[src/rtl/ssd_pkg.sv]
// Shared constants and helpers for the multiplexed seven-segment driver.
// Latency: n/a (package only).
// Backpressure: n/a (package only).
//
// Segment codes are active-low, laid out as bit7..bit1 = a..g and bit0 = dp.
// Every code keeps bit0 = 1 (dp dark); the decimal point is applied separately.
package ssd_pkg;

  localparam logic [7:0] SEG_0    = 8'b0000_0011;
  localparam logic [7:0] SEG_1    = 8'b1001_1111;
  localparam logic [7:0] SEG_2    = 8'b0010_0101;
  localparam logic [7:0] SEG_3    = 8'b0000_1101;
  localparam logic [7:0] SEG_4    = 8'b1001_1001;
  localparam logic [7:0] SEG_5    = 8'b0100_1001;
  localparam logic [7:0] SEG_6    = 8'b0100_0001;
  localparam logic [7:0] SEG_7    = 8'b0001_1111;
  localparam logic [7:0] SEG_8    = 8'b0000_0001;
  localparam logic [7:0] SEG_9    = 8'b0000_1001;
  localparam logic [7:0] SEG_A    = 8'b0001_0001;
  localparam logic [7:0] SEG_B    = 8'b1100_0001;
  localparam logic [7:0] SEG_C    = 8'b0110_0011;
  localparam logic [7:0] SEG_D    = 8'b1000_0101;
  localparam logic [7:0] SEG_E    = 8'b0110_0001;
  localparam logic [7:0] SEG_F    = 8'b0111_0001;
  localparam logic [7:0] SEG_DFLT = 8'b0111_0001;
  localparam logic [7:0] SEG_OFF  = 8'hFF;

  // Number of bits needed to hold values 0..value-1.
  function automatic int clog2(input int value);
    int r;
    int v;
    r = 0;
    v = value - 1;
    while (v > 0) begin
      r = r + 1;
      v = v >> 1;
    end
    return r;
  endfunction

endpackage

[src/rtl/seg7_decode.sv]
// Nibble to seven-segment decoder (segments a..g only, active-low).
// Latency: purely combinational.
// Backpressure: none.
//
// Ports:
//   nibble   in  4  value to display
//   hex_mode in  1  1 = letters A b C d E F for 10..15, 0 = all show F
//   seg      out 7  active-low segments, seg[7..1] = a..g
module seg7_decode
  import ssd_pkg::*;
(
  input  logic [3:0] nibble,
  input  logic       hex_mode,
  output logic [7:1] seg
);

  always_comb begin
    seg = SEG_DFLT[7:1];
    case (nibble)
      4'h0: seg = SEG_0[7:1];
      4'h1: seg = SEG_1[7:1];
      4'h2: seg = SEG_2[7:1];
      4'h3: seg = SEG_3[7:1];
      4'h4: seg = SEG_4[7:1];
      4'h5: seg = SEG_5[7:1];
      4'h6: seg = SEG_6[7:1];
      4'h7: seg = SEG_7[7:1];
      4'h8: seg = SEG_8[7:1];
      4'h9: seg = SEG_9[7:1];
      4'hA: seg = hex_mode ? SEG_A[7:1] : SEG_DFLT[7:1];
      4'hB: seg = hex_mode ? SEG_B[7:1] : SEG_DFLT[7:1];
      4'hC: seg = hex_mode ? SEG_C[7:1] : SEG_DFLT[7:1];
      4'hD: seg = hex_mode ? SEG_D[7:1] : SEG_DFLT[7:1];
      4'hE: seg = hex_mode ? SEG_E[7:1] : SEG_DFLT[7:1];
      4'hF: seg = SEG_F[7:1];
    endcase
  end

endmodule

[src/rtl/ssd_scan_mux.sv]
// N-digit time-multiplexed seven-segment driver with frame-coherent input snapshot.
// Latency: outputs are registered, one cycle behind the scan index and shadow state.
// Backpressure: none; free-running scan, inputs are sampled only at frame boundaries.
//
// Ports:
//   clk       in  1            system clock
//   rst_n     in  1            synchronous active-low reset
//   digits    in  4*N_DIGITS   nibble i = digits[4i+3:4i], digit 0 is rightmost
//   dp_in     in  N_DIGITS     1 = light decimal point of digit i
//   blank     in  N_DIGITS     1 = force digit i dark (anode still scanned)
//   hex_mode  in  1            1 = show 10..15 as letters
//   lzs       in  1            1 = leading-zero suppression
//   ssd_ctl   out N_DIGITS     one-cold anode enables, active-low
//   segs      out 8            active-low segments, bit7..1 = a..g, bit0 = dp
module ssd_scan_mux
  import ssd_pkg::*;
#(
  parameter int N_DIGITS    = 4,
  parameter int REFRESH_DIV = 100000
) (
  input  logic                  clk,
  input  logic                  rst_n,
  input  logic [4*N_DIGITS-1:0] digits,
  input  logic [N_DIGITS-1:0]   dp_in,
  input  logic [N_DIGITS-1:0]   blank,
  input  logic                  hex_mode,
  input  logic                  lzs,
  output logic [N_DIGITS-1:0]   ssd_ctl,
  output logic [7:0]            segs
);

  localparam int PRE_W = clog2(REFRESH_DIV);
  localparam int IDX_W = clog2(N_DIGITS);
  localparam logic [PRE_W-1:0] PRE_LAST = PRE_W'(REFRESH_DIV - 1);
  localparam logic [IDX_W-1:0] IDX_LAST = IDX_W'(N_DIGITS - 1);

  logic [PRE_W-1:0]      r_pre_cnt;
  logic [IDX_W-1:0]      r_idx;
  logic                  r_load_pend;

  // Shadow copy of the display inputs, held constant for a whole frame.
  logic [4*N_DIGITS-1:0] r_digits_s;
  logic [N_DIGITS-1:0]   r_dp_s;
  logic [N_DIGITS-1:0]   r_blank_s;
  logic                  r_hex_s;
  logic                  r_lzs_s;

  logic [N_DIGITS-1:0]   r_ssd_ctl;
  logic [7:0]            r_segs;

  logic                  w_tick;
  logic                  w_snap;
  logic [3:0]            w_nibble;
  logic                  w_blank_cur;
  logic                  w_dp_cur;
  logic                  w_lz_cur;
  logic [N_DIGITS-1:0]   w_anode;
  logic [7:1]            w_dec;
  logic [7:0]            w_segs;

  assign w_tick = (r_pre_cnt == PRE_LAST);

  // Snapshot once right after reset, then only as the last digit hands back
  // to digit 0, so a frame never mixes old and new input values.
  assign w_snap = r_load_pend || (w_tick && (r_idx == IDX_LAST));

  // Select the current digit's fields. The zero-run flag walks from the MSD
  // down, so at digit i it is set only when nibbles i..N-1 are all zero.
  always_comb begin
    logic zero_run;
    zero_run    = 1'b1;
    w_nibble    = 4'h0;
    w_blank_cur = 1'b0;
    w_dp_cur    = 1'b0;
    w_lz_cur    = 1'b0;
    w_anode     = '1;
    for (int i = N_DIGITS - 1; i >= 0; i--) begin
      zero_run = zero_run && (r_digits_s[4*i +: 4] == 4'h0);
      if (r_idx == IDX_W'(i)) begin
        w_nibble    = r_digits_s[4*i +: 4];
        w_blank_cur = r_blank_s[i];
        w_dp_cur    = r_dp_s[i];
        w_lz_cur    = zero_run && (i != 0);
        w_anode[i]  = 1'b0;
      end
    end
  end

  seg7_decode u_decode (
    .nibble   (w_nibble),
    .hex_mode (r_hex_s),
    .seg      (w_dec)
  );

  // Blank wins over suppression, which wins over the decoded glyph; the
  // decimal point is independent of all three.
  always_comb begin
    w_segs[0] = ~w_dp_cur;
    if (w_blank_cur) begin
      w_segs[7:1] = SEG_OFF[7:1];
    end else if (r_lzs_s && w_lz_cur) begin
      w_segs[7:1] = SEG_OFF[7:1];
    end else begin
      w_segs[7:1] = w_dec;
    end
  end

  always_ff @(posedge clk) begin
    if (!rst_n) begin
      r_pre_cnt   <= '0;
      r_idx       <= '0;
      r_load_pend <= 1'b1;
      r_digits_s  <= '0;
      r_dp_s      <= '0;
      r_blank_s   <= '1;
      r_hex_s     <= 1'b0;
      r_lzs_s     <= 1'b0;
      r_ssd_ctl   <= '1;
      r_segs      <= SEG_OFF;
    end else begin
      if (w_tick) begin
        r_pre_cnt <= '0;
        r_idx     <= (r_idx == IDX_LAST) ? '0 : r_idx + 1'b1;
      end else begin
        r_pre_cnt <= r_pre_cnt + 1'b1;
      end

      if (w_snap) begin
        r_digits_s <= digits;
        r_dp_s     <= dp_in;
        r_blank_s  <= blank;
        r_hex_s    <= hex_mode;
        r_lzs_s    <= lzs;
      end
      r_load_pend <= 1'b0;

      r_ssd_ctl <= w_anode;
      r_segs    <= w_segs;
    end
  end

  assign ssd_ctl = r_ssd_ctl;
  assign segs    = r_segs;

endmodule

[config.mk]
export PLATFORM = sky130hd
export DESIGN_NAME = ssd_scan_mux
export DESIGN_NICKNAME = d
export VERILOG_FILES = /design/src/rtl/ssd_pkg.sv /design/src/rtl/seg7_decode.sv /design/src/rtl/ssd_scan_mux.sv
export SDC_FILE = /design/constraint.sdc
export NUM_CORES = 1
export LEC_CHECK = 0
export ABC_AREA = 1
export CORE_ASPECT_RATIO = 0.8
export CORE_UTILIZATION = 59
export DETAILED_ROUTE_END_ITERATION = 16
export PLACE_DENSITY = 0.81
export SYNTH_ARGS = -nofsm -noshare
export SYNTH_HDL_FRONTEND = slang
export SYNTH_SLANG_ARGS = --single-unit
[constraint.sdc]
create_clock -name clk -period 5.2 [get_ports clk]
set_input_delay 1.04 -clock clk [delete_from_list [all_inputs] [get_ports clk]]
set_output_delay 1.04 -clock clk [all_outputs]
set_load 0.02 [all_outputs]
==> results.toml, run 1 <==
# generated from flow reports
[layout]
final_layout_size_suffix_gt1_share_pct = 17.8
postLayoutCoreUtil_pct = 74.6
final_cell_mix = "66 x nand2_1, 61 x nor2_1, 58 x dfxtp_1"
seqCellArea_sq_um = 1160
final-clk-cell-share_pct = 5.87
inv_count = 36
fin_cells = 486
nMultiInputCombCells = 278
antenna_cells = 0
buffer_area_share_pct = 11.2
clkbuf_count = 13

[synth]
ys_types = 35
postSynthAreaPerCell_sq_um = 7.56
synth.area.top_cells = "dfxtp_1 40%, nand2_1 8.6%, nor2_1 7.9%"
synthTopCellsByCount = "66 x nand2_1, 61 x nor2_1, 58 x dfxtp_1"
largest_area_cell = "dfxtp_1"
synthCells = 383
async_reset_ff_share_pct = 0
ys_sh_simple_pct = 36.7
adder_share_pct = 2.16
numSynthFlops = 58
ys_area_sq_um = 2900
ys_cells = 383
yosys.area_share.aoi_pct = 12.4
topCombFamilyByArea = "simple AND/OR/NAND/NOR gates"

[grt]
gr-total-overflow = 0
met3_usage_pct = 8.45
grt_max_degree = 34
use_met1_pct = 35.7
grt_pass1_vias = 2424
globalRouteMet2Util_pct = 42.9

[die]
die_height_microns = 64.7
fp_util_pct = 62.3
boundaryPins = 40
rows = 22
die_w_microns = 80.3
taps = 60

[worst_setup_path]
worstPathRequired_ns = 5.41
rrSetupSlack_ns = 3.09
cp-startpoint = "rst_n"
endpoint = "segs[3]$_SDFF_PP1_"
crit_path_end_kind = "register"
cp-start-kind = "input port"
arrival_ns = 3.14
crit_slowest_cell = "clkdlybuf4s50_1"
cpPeakStageDelay_ns = 1.22

[clock_tree]
root_buffer = "clkbuf_8"
cts_made_buffers = 9
cts_max_level = 3
hold_buffers = 0
cts_tree = "yes"
path_clk_slew_ns = 0.06
max-clock-path-buffers = 2
post_cts_buffers = 0

[pwr]
seq_cell_power_uw = 477
leakage_nw = 1.39
ir_worst_vdd_mv = 0.232
power_frac_clock_pct = 42.1
p_seq_share_pct = 47.0
pwr-share-comb_pct = 10.9
pg_comb_uw = 111

[detailed_routing]
met2_length_microns = 2800
drt_iter0_markers = 110
ant_nets = 0
wl_met3_microns = 352
wl_met1_microns = 3080

[sta]
setup_tns_ns = 0
drv_slew = 0
finalCritPeriodShare_pct = 56.3
setup_viol = 0
clock_skew_ns = 0.00561

[status]
status = "completed"

[placed_design]
hpwlAfterDp_microns = 4390

[hold_path]
hold_depth = 2
min-delay-start = "r_blank_s[0]$_SDFFE_PN1P_"

[job]
maxCapViolations = 0
-- run 1: through the flow --
stage	cell area, sq um	power (mW)	setup WS (ns)	hold slack, ns
floorplan	2900	0.556	3.47	0.417
global placement	3270	0.593	2.01	0.432
detailed placement	3270	0.596	1.99	0.448
CTS	3470	1.02	2.33	0.462
global route	3470	1.06	2.09	0.475
finish	3470	1.02	2.27	0.462
-- run 1: registers in the layout, indices dropped and copies added (netlist names) --
signal / count
r_blank_s: 4
r_digits_s: 16
ssd_ctl: 4
r_dp_s: 4
r_load_pend: 1
segs: 8
r_lzs_s: 1
r_idx: 2
r_pre_cnt: 17
r_hex_s: 1
-- run 1: critical path, delay by kind of cell --
family                 cells  cell delay, ns
and+or+nand+nor            3            0.52
AOI/OAI and AO/OA          1            0.13
buffers and inverters      2            1.44
Run 1, clock distribution:
Bar = 20 microns.
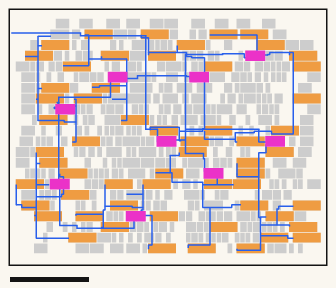
Blue is clock wires, length 748 microns. Magenta is clock drivers, count 9. Orange is flip-flops, count 58.
Position of the flops: all over the die. There are 10 routed clock nets.

Run 1, where the registers sit:
Bar = 20 microns. Other sequential cells in the stronger grey, the rest of the logic in the fainter grey.
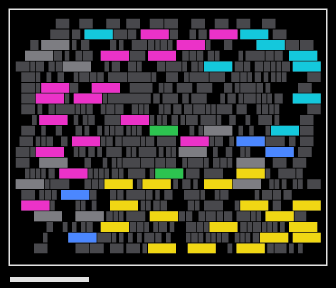
Blue is ssd_ctl, flops 4. Cyan is segs, flops 8, where upper right. Magenta is r_digits_s, flops 16. Yellow is r_pre_cnt, flops 17. Green is r_idx, flops 2.
Another 11 sequential cells are not coloured.

Run 1, clock wiring as the flow saved it:
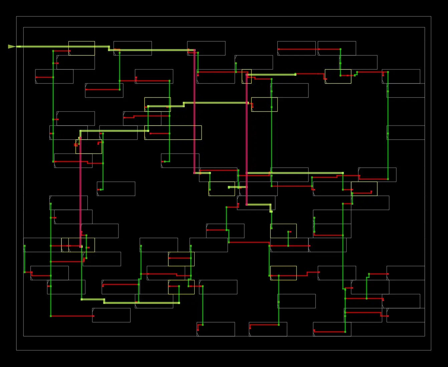
clock group total power: 428 uW
flip-flop and latch count: 58
clk_lat worst skew: 0.34 ns

Run 1, layout detail:
Window x 45 to 75, y 1 to 31 microns. Cells in grey, sequential cells in the stronger grey; small squares are vias.
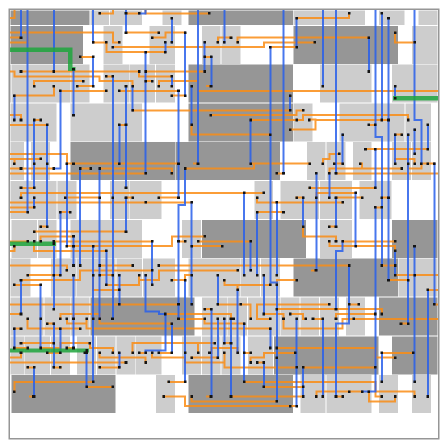

==> run 2, diff against run 1 <==
CORE_UTILIZATION = 49   (was 59)
PLACE_DENSITY = 0.71   (was 0.81)
clock period = 2.6 ns   (was 5.2 ns; I/O delays follow)
Run 2, layout detail:
Window x 51 to 81, y 3 to 33 microns. Cells in grey, sequential cells in the stronger grey; small squares are vias.
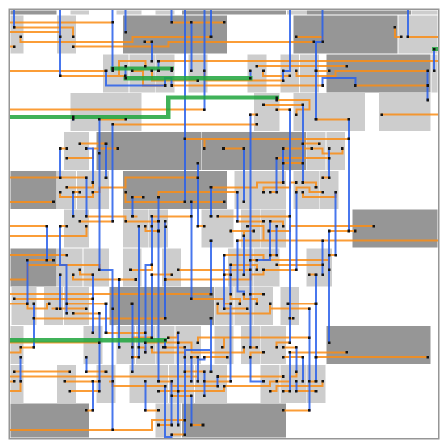
Orange is metal 1. Blue is metal 2. Green is metal 3.
Netlist names of flops here include r_pre_cnt (8). Sequential cells in the window: 11. 72 logic cells have their middle in the window. Most frequent: nand2_1 (13), dfxtp_1 (11), inv_1 (9).

Run 2, where the registers sit:
Bar = 20 microns. Other sequential cells in the stronger grey, the rest of the logic in the fainter grey.
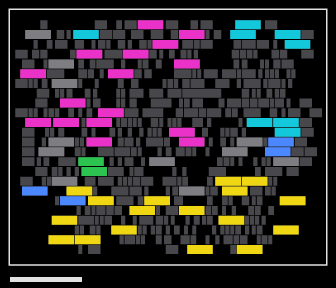
P_seq: 954 uW
flip-flop and latch area: 1160 sq um
flop share of the area: 33.1%
Final Util: 62.8%

==> results.toml, run 2 <==
# generated from flow reports
[placed_design]
dp_slack_ns = 0.477
dpl_cell_area_sq_um = 3310
hpwlAfterDp_microns = 4440

[worst_setup_path]
crit_buf_inv = 2
arrival_ns = 2.35
cp-startpoint = "r_idx[1]$_SDFFE_PN0N_"
endpoint = "segs[4]$_SDFF_PP1_"
cp-start-kind = "register"
worstPathRequired_ns = 2.83
crit_slowest_cell = "ha_1"
cpPeakStageDelay_ns = 0.51
rrSetupSlack_ns = 0.48
crit_path_end_kind = "register"

[layout]
nMultiInputCombCells = 278
largest_reg_flops = 17
largest_register = "r_pre_cnt"
final-clk-cell-share_pct = 5.81
buffer_area_share_pct = 11.6
inv_count = 36
nFlopsAndLatches = 58
clkbuf_count = 13

[detailed_routing]
ant_nets = 0
wl_met3_microns = 266

[synth]
largest_area_cell = "dfxtp_1"
ys_types = 35
async_reset_ff_share_pct = 0
ys_area_sq_um = 2900
postSynthAreaPerCell_sq_um = 7.56
synthCells = 383
ys_cells = 383

[sta]
drv_slew = 0
layout_setup_ws_ns = 0.482
setup_tns_ns = 0
holdWs_ns = 0.453
finalCritPeriodShare_pct = 81.5
setup_viol = 0
clock_skew_ns = 0.00660

[die]
die_height_microns = 70.8
fp_util_pct = 51.9

[clock_tree]
root_buffer = "clkbuf_8"
cts_made_buffers = 9
hold_buffers = 0
post_cts_buffers = 0
insertion_delay_ns = 0.34
cts_max_level = 3

[job]
maxCapViolations = 0

[grt]
met3_usage_pct = 6.77
use_met1_pct = 31.4
grt_max_degree = 28

[status]
status = "completed"

[pwr]
p_seq_share_pct = 46.8
power_frac_clock_pct = 42.3
leakage_nw = 1.40
power_mw = 2.04

[hold_path]
min-delay-start = "r_pre_cnt[0]$_SDFF_PP0_"
==> run 2: cell counts after synthesis <==
Identical to the previous run, type by type.
==> run 2: power groups by stage <==
stage               logic, mW  registers [mW]  clock network [mW]
floorplan               0.137           0.975                   0
global placement        0.218           0.972                   0
detailed placement      0.222           0.973                   0
CTS                     0.223           0.953               0.871
global route            0.248           0.957               0.911
finish                  0.222           0.954               0.863
==> run 2: logic make-up (layout without fill, tap and decap cells) <==
| kind of cell | count (synthesis) | count (layout) | share of synthesized area, % |
|---|---|---|---|
| buf+inv | 47 | 92 | 7.99 |
| flops | 58 | 58 | 40.1 |
| xor+xnor | 2 | 2 | 0.605 |
| simple gates | 211 | 211 | 36.7 |
| fa+ha+maj | 5 | 5 | 2.16 |
| compound gates | 60 | 60 | 12.4 |
Power is estimated from default activity; no workload was simulated.
